Figure 1. Gate families picked out (run 1).
Scale: 8 px per micron.
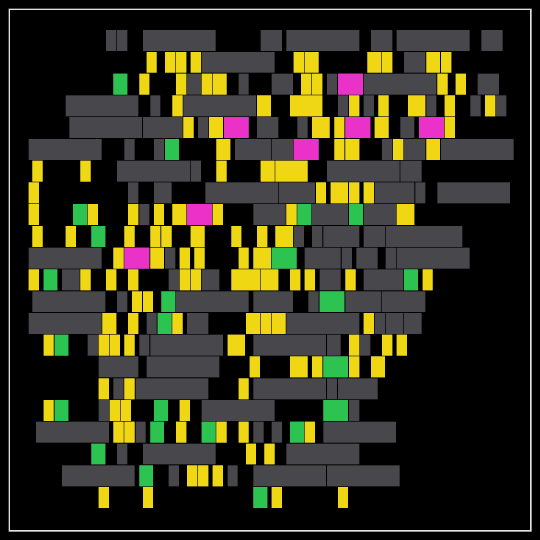
Figure 2. Signal wires by layer (run 1).
Scale: 6 px per micron. Only two layers are drawn.
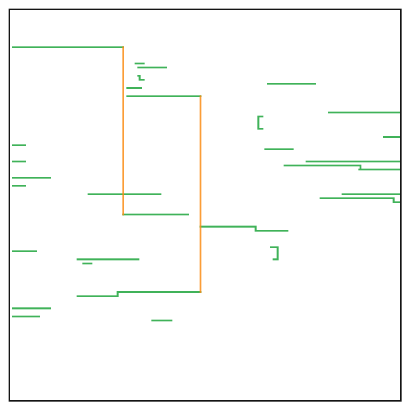
Figure 3. The metal 1 layer (run 1).
Scale: 6 px per micron. Supply wires on this layer in grey.
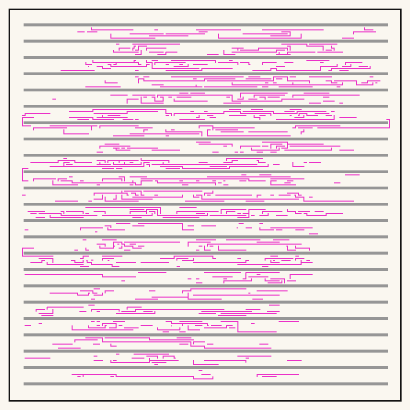
===== src/rtl/seq_detector_param_if.sv =====
// Bus bundle for the serial pattern detector: configuration inputs,
// the qualified serial stream, and the match/status outputs.
interface seq_detector_param_if #(
  parameter int MAX_LEN = 8,
  parameter int CNT_W   = 8,
  parameter int LEN_W   = $clog2(MAX_LEN + 1)
);

  logic               cfg_load;
  logic [MAX_LEN-1:0] pat;
  logic [LEN_W-1:0]   pat_len;
  logic               overlap;
  logic               in_valid;
  logic               din;
  logic               out;
  logic [CNT_W-1:0]   match_cnt;
  logic               cfg_err;

  // Stream/config source (testbench or upstream block)
  modport master (
    output cfg_load,
    output pat,
    output pat_len,
    output overlap,
    output in_valid,
    output din,
    input  out,
    input  match_cnt,
    input  cfg_err
  );

  // Detector side
  modport slave (
    input  cfg_load,
    input  pat,
    input  pat_len,
    input  overlap,
    input  in_valid,
    input  din,
    output out,
    output match_cnt,
    output cfg_err
  );

endinterface


===== src/rtl/seq_detector_param.sv =====
// Runtime-programmable serial pattern detector (Moore output).
// The pattern is 1..MAX_LEN bits long, loaded through cfg_load, and may be
// matched in overlapping or non-overlapping mode. Bits are only consumed
// when in_valid is high; idle cycles are transparent to matching. A
// saturating counter tracks matches since reset or the last cfg_load.
module seq_detector_param #(
  parameter int MAX_LEN = 8,
  parameter int CNT_W   = 8,
  parameter int LEN_W   = $clog2(MAX_LEN + 1)
) (
  input logic                clk,
  input logic                rst,
  seq_detector_param_if.slave bus
);

  // ---------------------------------------------------------------------
  // Helper functions
  // ---------------------------------------------------------------------

  // Mask selecting the low 'len' bits of the history/pattern compare
  function automatic logic [MAX_LEN-1:0] len_mask(input logic [LEN_W-1:0] len);
    logic [MAX_LEN-1:0] m;
    m = {MAX_LEN{1'b0}};
    for (int i = 0; i < MAX_LEN; i++) begin
      if (i < int'(len)) begin
        m[i] = 1'b1;
      end else begin
        m[i] = 1'b0;
      end
    end
    return m;
  endfunction

  // A length of zero or beyond the history depth cannot be matched
  function automatic logic len_bad(input logic [LEN_W-1:0] len);
    logic bad;
    if ((len == {LEN_W{1'b0}}) || (int'(len) > MAX_LEN)) begin
      bad = 1'b1;
    end else begin
      bad = 1'b0;
    end
    return bad;
  endfunction

  // Fill counter increment that saturates at the history depth
  function automatic logic [LEN_W-1:0] fill_inc(input logic [LEN_W-1:0] fill);
    logic [LEN_W-1:0] f;
    if (fill >= LEN_W'(MAX_LEN)) begin
      f = LEN_W'(MAX_LEN);
    end else begin
      f = fill + LEN_W'(1);
    end
    return f;
  endfunction

  // ---------------------------------------------------------------------
  // State
  // ---------------------------------------------------------------------

  // Latched configuration
  logic [MAX_LEN-1:0] pat_r;
  logic [LEN_W-1:0]   len_r;
  logic               ovl_r;
  logic               cfg_err_r;

  // Received-bit history. Only MAX_LEN-1 bits need to be stored: the
  // compare window is formed from these plus the incoming bit, so the
  // oldest stored bit would always be shifted out before it is examined.
  logic [MAX_LEN-2:0] hist_r;
  logic [LEN_W-1:0]   fill_r;

  // Registered outputs
  logic               out_r;
  logic [CNT_W-1:0]   cnt_r;

  // Combinational next-state terms
  logic               active_s;
  logic [MAX_LEN-1:0] hist_n_s;
  logic [LEN_W-1:0]   fill_n_s;
  logic [MAX_LEN-1:0] mask_s;
  logic               match_s;
  logic               hit_s;
  logic               cnt_sat_s;

  // ---------------------------------------------------------------------
  // Datapath
  // ---------------------------------------------------------------------

  // Candidate history/fill for this bit and the match decision
  always_comb begin
    active_s  = 1'b0;
    hist_n_s  = {hist_r, bus.din};
    fill_n_s  = fill_inc(fill_r);
    mask_s    = len_mask(len_r);
    match_s   = 1'b0;
    hit_s     = 1'b0;
    cnt_sat_s = 1'b0;

    // cfg_load wins over a same-cycle data bit; a bad config ignores data
    if (bus.in_valid && !bus.cfg_load && !cfg_err_r) begin
      active_s = 1'b1;
    end else begin
      active_s = 1'b0;
    end

    // Only the low len bits take part in the compare
    if (((hist_n_s ^ pat_r) & mask_s) == {MAX_LEN{1'b0}}) begin
      match_s = 1'b1;
    end else begin
      match_s = 1'b0;
    end

    // A hit also requires len bits received since the last clear
    if (active_s && (fill_n_s >= len_r) && match_s) begin
      hit_s = 1'b1;
    end else begin
      hit_s = 1'b0;
    end

    if (cnt_r == {CNT_W{1'b1}}) begin
      cnt_sat_s = 1'b1;
    end else begin
      cnt_sat_s = 1'b0;
    end
  end

  // Configuration capture and validity flag
  always_ff @(posedge clk or posedge rst) begin
    if (rst) begin
      pat_r     <= {MAX_LEN{1'b0}};
      len_r     <= {LEN_W{1'b0}};
      ovl_r     <= 1'b0;
      cfg_err_r <= 1'b1;
    end else if (bus.cfg_load) begin
      pat_r     <= bus.pat;
      len_r     <= bus.pat_len;
      ovl_r     <= bus.overlap;
      cfg_err_r <= len_bad(bus.pat_len);
    end
  end

  // History shift register and fill count; non-overlap mode restarts after a hit
  always_ff @(posedge clk or posedge rst) begin
    if (rst) begin
      hist_r <= {(MAX_LEN-1){1'b0}};
      fill_r <= {LEN_W{1'b0}};
    end else if (bus.cfg_load) begin
      hist_r <= {(MAX_LEN-1){1'b0}};
      fill_r <= {LEN_W{1'b0}};
    end else if (active_s) begin
      if (hit_s && !ovl_r) begin
        hist_r <= {(MAX_LEN-1){1'b0}};
        fill_r <= {LEN_W{1'b0}};
      end else begin
        hist_r <= hist_n_s[MAX_LEN-2:0];
        fill_r <= fill_n_s;
      end
    end
  end

  // One-cycle match pulse and saturating match counter
  always_ff @(posedge clk or posedge rst) begin
    if (rst) begin
      out_r <= 1'b0;
      cnt_r <= {CNT_W{1'b0}};
    end else if (bus.cfg_load) begin
      out_r <= 1'b0;
      cnt_r <= {CNT_W{1'b0}};
    end else begin
      out_r <= hit_s;
      if (hit_s && !cnt_sat_s) begin
        cnt_r <= cnt_r + CNT_W'(1);
      end
    end
  end

  assign bus.out       = out_r;
  assign bus.match_cnt = cnt_r;
  assign bus.cfg_err   = cfg_err_r;

endmodule


===== src/flat_wrapper.sv =====
// flat-port wrapper written by rule: the top's interface ports become plain ports
module seq_detector_param_flat 
#(
  parameter int MAX_LEN = 8,
  parameter int CNT_W   = 8,
  parameter int LEN_W   = $clog2(MAX_LEN + 1)
)
  (clk, rst, bus_cfg_load, bus_pat, bus_pat_len, bus_overlap, bus_in_valid, bus_din, bus_out, bus_match_cnt, bus_cfg_err);
  seq_detector_param_if #(.MAX_LEN(MAX_LEN), .CNT_W(CNT_W), .LEN_W(LEN_W)) bus_i ();
  input logic clk;
  input logic rst;
  input wire logic [$bits(bus_i.cfg_load)-1:0] bus_cfg_load;
  input wire logic [$bits(bus_i.pat)-1:0] bus_pat;
  input wire logic [$bits(bus_i.pat_len)-1:0] bus_pat_len;
  input wire logic [$bits(bus_i.overlap)-1:0] bus_overlap;
  input wire logic [$bits(bus_i.in_valid)-1:0] bus_in_valid;
  input wire logic [$bits(bus_i.din)-1:0] bus_din;
  output wire logic [$bits(bus_i.out)-1:0] bus_out;
  output wire logic [$bits(bus_i.match_cnt)-1:0] bus_match_cnt;
  output wire logic [$bits(bus_i.cfg_err)-1:0] bus_cfg_err;
  assign bus_i.cfg_load = bus_cfg_load;
  assign bus_i.pat = bus_pat;
  assign bus_i.pat_len = bus_pat_len;
  assign bus_i.overlap = bus_overlap;
  assign bus_i.in_valid = bus_in_valid;
  assign bus_i.din = bus_din;
  assign bus_out = bus_i.out;
  assign bus_match_cnt = bus_i.match_cnt;
  assign bus_cfg_err = bus_i.cfg_err;
  seq_detector_param #(.MAX_LEN(MAX_LEN), .CNT_W(CNT_W), .LEN_W(LEN_W)) u_core (.clk(clk), .rst(rst), .bus(bus_i));
endmodule

===== config.mk =====
export PLATFORM = sky130hd
export DESIGN_NAME = seq_detector_param_flat
export DESIGN_NICKNAME = d
export VERILOG_FILES = /design/src/rtl/seq_detector_param_if.sv /design/src/rtl/seq_detector_param.sv /design/src/flat_wrapper.sv
export SDC_FILE = /design/constraint.sdc
export NUM_CORES = 1
export LEC_CHECK = 0
export ABC_AREA = 1
export CORE_MARGIN = 2
export CORE_UTILIZATION = 50
export CTS_CLUSTER_SIZE = 10
export DETAILED_ROUTE_END_ITERATION = 10
export DONT_BUFFER_PORTS = 1
export MAX_ROUTING_LAYER = met4
export PLACE_DENSITY = 0.7
export RECOVER_POWER = 50
export SETUP_SLACK_MARGIN = 0.4
export SLEW_MARGIN = 20
export SYNTH_ARGS = -nofsm -noshare
export SYNTH_HDL_FRONTEND = slang
export SYNTH_SLANG_ARGS = --single-unit

===== constraint.sdc =====
create_clock -name clk -period 2.33 [get_ports clk]
set_input_delay 0.466 -clock clk [delete_from_list [all_inputs] [get_ports clk]]
set_output_delay 0.466 -clock clk [all_outputs]
set_load 0.05 [all_outputs]

==> metrics.yaml, run 1 <==
clocking:
  hold_buffers: 0
  clock_latency_ns: 0.29
  htreeDepth: 2
sta:
  relSlewSlack_pct: -20.3
  slew_viol_final: 35
power:
  power_frac_seq_pct: 50.4
finish:
  sh_comb_area_pct: 43.1
  utilization_pct: 59.1
  seq-cell-share_pct: 39.7
critical_path:
  worstSetupEndpoint: "u_core.hist_r[4]$_DFFE_PP0P_"
  timing.rr.start: "u_core.fill_r[0]$_DFFE_PP0P_"
routing:
  routed.top_layer: "met4"
synth:
  synth_cell_type_count: 21
  compound_area_share_pct: 6.18
  synth-adder-area-share_pct: 4.70
grt:
  grt_max_degree: 35
  gr-max-usage-layer: "met2"
run:
  cap_violations: 1
outcome:
  status: "complete, but fails checks"
  violations: "capacitance limit, slew limit"
About Figure 1:
family	colour	cells
inverting AOI/OAI gates	green	23
XOR/XNOR gates	magenta	7
NAND gates	yellow	126

About Figure 2:
layer	colour	wire length
met3	green	234 microns
met4	orange	60.5 microns
WL per Instance: 12.9 microns
Total Wirelength: 4.10 mm
global-route usage over all layers: 21.9%

About Figure 3:
longest straight run	18.4 microns
wire length on this layer	1,960 microns
main direction	horizontal
nets with wire on the layer	267
share of all routed wire	48%
grt met1 use: 30.4%
vias: 1,616

==> run 1 -> run 2 <==
--- a/config.mk
+++ b/config.mk
@@ -6,13 +6,15 @@
 export NUM_CORES = 1
 export LEC_CHECK = 0
 export ABC_AREA = 1
+export CELL_PAD_IN_SITES_DETAIL_PLACEMENT = 0
+export CELL_PAD_IN_SITES_GLOBAL_PLACEMENT = 1
 export CORE_MARGIN = 2
-export CORE_UTILIZATION = 50
+export CORE_UTILIZATION = 45
 export CTS_CLUSTER_SIZE = 10
 export DETAILED_ROUTE_END_ITERATION = 10
 export DONT_BUFFER_PORTS = 1
 export MAX_ROUTING_LAYER = met4
-export PLACE_DENSITY = 0.7
+export PLACE_DENSITY = 0.83
 export RECOVER_POWER = 50
 export SETUP_SLACK_MARGIN = 0.4
 export SLEW_MARGIN = 20
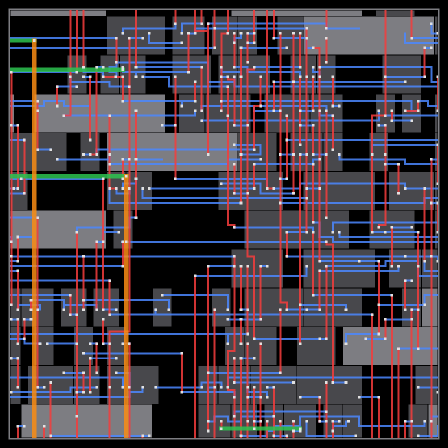
Figure 4: run 2, layout detail.
Region (19, 33) to (49, 63) microns. Cells in grey, sequential cells in the stronger grey; small squares are vias.
layer	colour
met3	green
met1	blue
met4	orange
met2	red
most frequent	nand2_1 (20), nand3_1 (11), nand2_2 (7)
sequential cells in the window	6
netlist names of flops here include	u_core.bus.match_cnt (4)
cells with their middle in the window	78

==> metrics.yaml, run 2 <==
sta:
  slew_viol_final: 0  # -100%
  setup_ws_ns: 0.261
  setup_viol: 0
  worst_slew_pin_slew_ns: 0.854
  relSlewSlack_pct: 43.0  # +63 points
critical_path:
  worstSetupEndpoint: "u_core.hist_r[1]$_DFFE_PP0P_"
  arrival_ns: 2.24
  crit_path_top_delay_cell: "dfrtp_1"
  timing.rr.start: "u_core.fill_r[0]$_DFFE_PP0P_"
finish:
  seq-cell-share_pct: 38.8  # -0.88 points
  stdcell_count: 316
  lay_top_count: "nand2_1"
  comb_cells: 182
  utilization_pct: 54.9  # -4.2 points
  sh_comb_area_pct: 45.1  # +2.0 points
  final-clk-cell-share_pct: 4.10
  lay_top_cells: "90 x nand2_1, 33 x dfrtp_1, 26 x inv_1"
synth:
  synth_cell_type_count: 21  # unchanged
  compound_area_share_pct: 6.18  # unchanged
  yosysCellCount: 249
  ys_sh_mux_pct: 0
  synth-adder-area-share_pct: 4.70  # unchanged
  synth_warnings: 0
routing:
  met1_length_mm: 2.15
  num_vias: 1557  # -3.7%
  wl_met3_microns: 107
  drt-total-wl_mm: 4.31  # +4.9%
  wire_per_inst_microns: 13.6  # +5.3%
  vias_per_cell: 4.93
  routed.top_layer: "met4"
clocking:
  htreeDepth: 2  # unchanged
  numCtsBuffers: 5
  clock_latency_ns: 0.29  # about the same
  root_buffer: "clkbuf_8"
  hold_buffers: 0  # unchanged
run:
  cap_violations: 0  # -1
hold_path:
  min_path_type: "primary input to register"
grt:
  grt_usage_pct: 19.9  # -2.0 points
  gr-usage-met1_pct: 28.4  # -2.0 points
  gr-max-usage-layer: "met1"
  antenna_found_initial: 0
  grt_max_degree: 35  # unchanged
outcome:
  status: "completed"
power:
  powerClk_uw: 450
  power_frac_seq_pct: 50.2  # -0.2 points
floorplan:
  tap_cells: 50
placement:
  gp_congestion: 0.818
==> run 2 -> run 3 <==
--- a/config.mk
+++ b/config.mk
@@ -8,6 +8,7 @@
 export ABC_AREA = 1
 export CELL_PAD_IN_SITES_DETAIL_PLACEMENT = 0
 export CELL_PAD_IN_SITES_GLOBAL_PLACEMENT = 1
+export CORE_ASPECT_RATIO = 2
 export CORE_MARGIN = 2
 export CORE_UTILIZATION = 45
 export CTS_CLUSTER_SIZE = 10
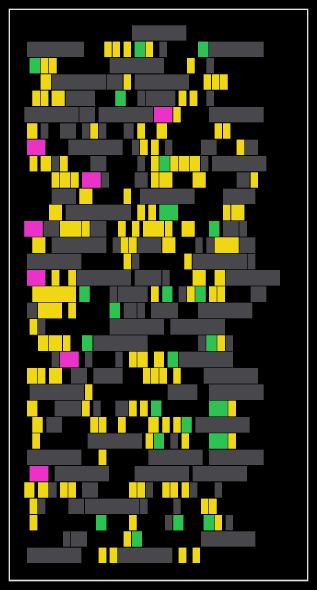
Figure 5: run 3, gate families picked out.
Scale: 6 px per micron.
family	colour	cells
XOR/XNOR gates	magenta	7
inverting AOI/OAI gates	green	23
NAND gates	yellow	126
logic share of the area: 44.3%
most numerous logic cell after layout: nand2_1
Final Non-Filler Cells: 320

==> metrics.yaml, run 3 <==
outcome:
  status: "completed"
grt:
  antenna_found_initial: 0  # unchanged
  gr-usage-met1_pct: 19.3  # -9.0 points
  gr-max-usage-layer: "met2"
placement:
  gp_congestion: 0.790  # -3.4%
synth:
  yosysCellCount: 249  # unchanged
  synth-adder-area-share_pct: 4.70  # unchanged
  synth_cell_type_count: 21  # unchanged
  compound_area_share_pct: 6.18  # unchanged
sta:
  worst_slew_pin_slew_ns: 0.447  # -0.407 ns
  setup_ws_ns: 0.357  # +0.0957 ns
  relSlewSlack_pct: 70.2  # +27 points
critical_path:
  worstSetupEndpoint: "u_core.fill_r[1]$_DFFE_PP0P_"
  arrival_ns: 2.15  # -0.09 ns
power:
  powerClk_uw: 531  # +18%
finish:
  final-clk-cell-share_pct: 4.77  # +0.67 points
  utilization_pct: 55.1  # +0.21 points
routing:
  vias_per_cell: 4.98  # +1.1%
  met1_length_mm: 1.52  # -29%
  routed.top_layer: "met4"
  num_vias: 1594  # +2.4%
floorplan:
  tap_cells: 52  # +4.0%
hold_path:
  min_path_type: "primary input to asynchronous set/reset pin"
clocking:
  numCtsBuffers: 5  # unchanged

==> screenshots <==
Routing congestion map.
panel A
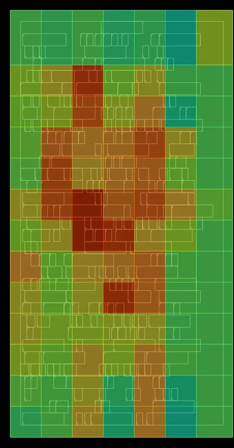
panel B
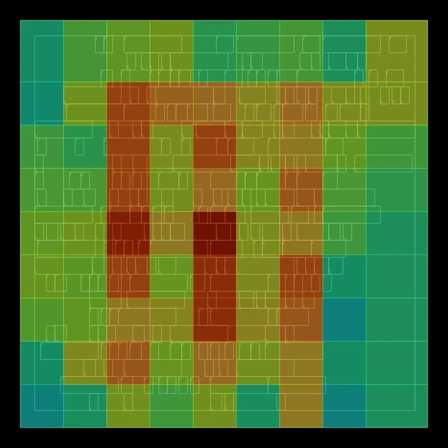
panel C
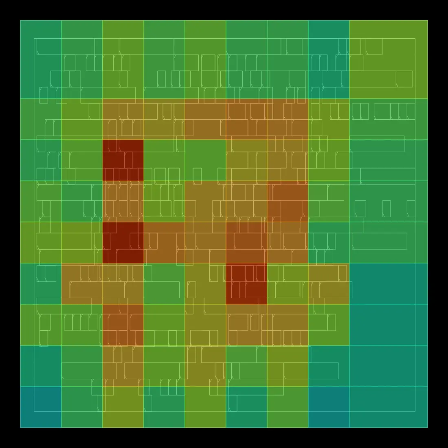
Panel A is run 3.
Panel B is run 1.
Panel C is run 2.

Power and IR drop assume default switching activity.
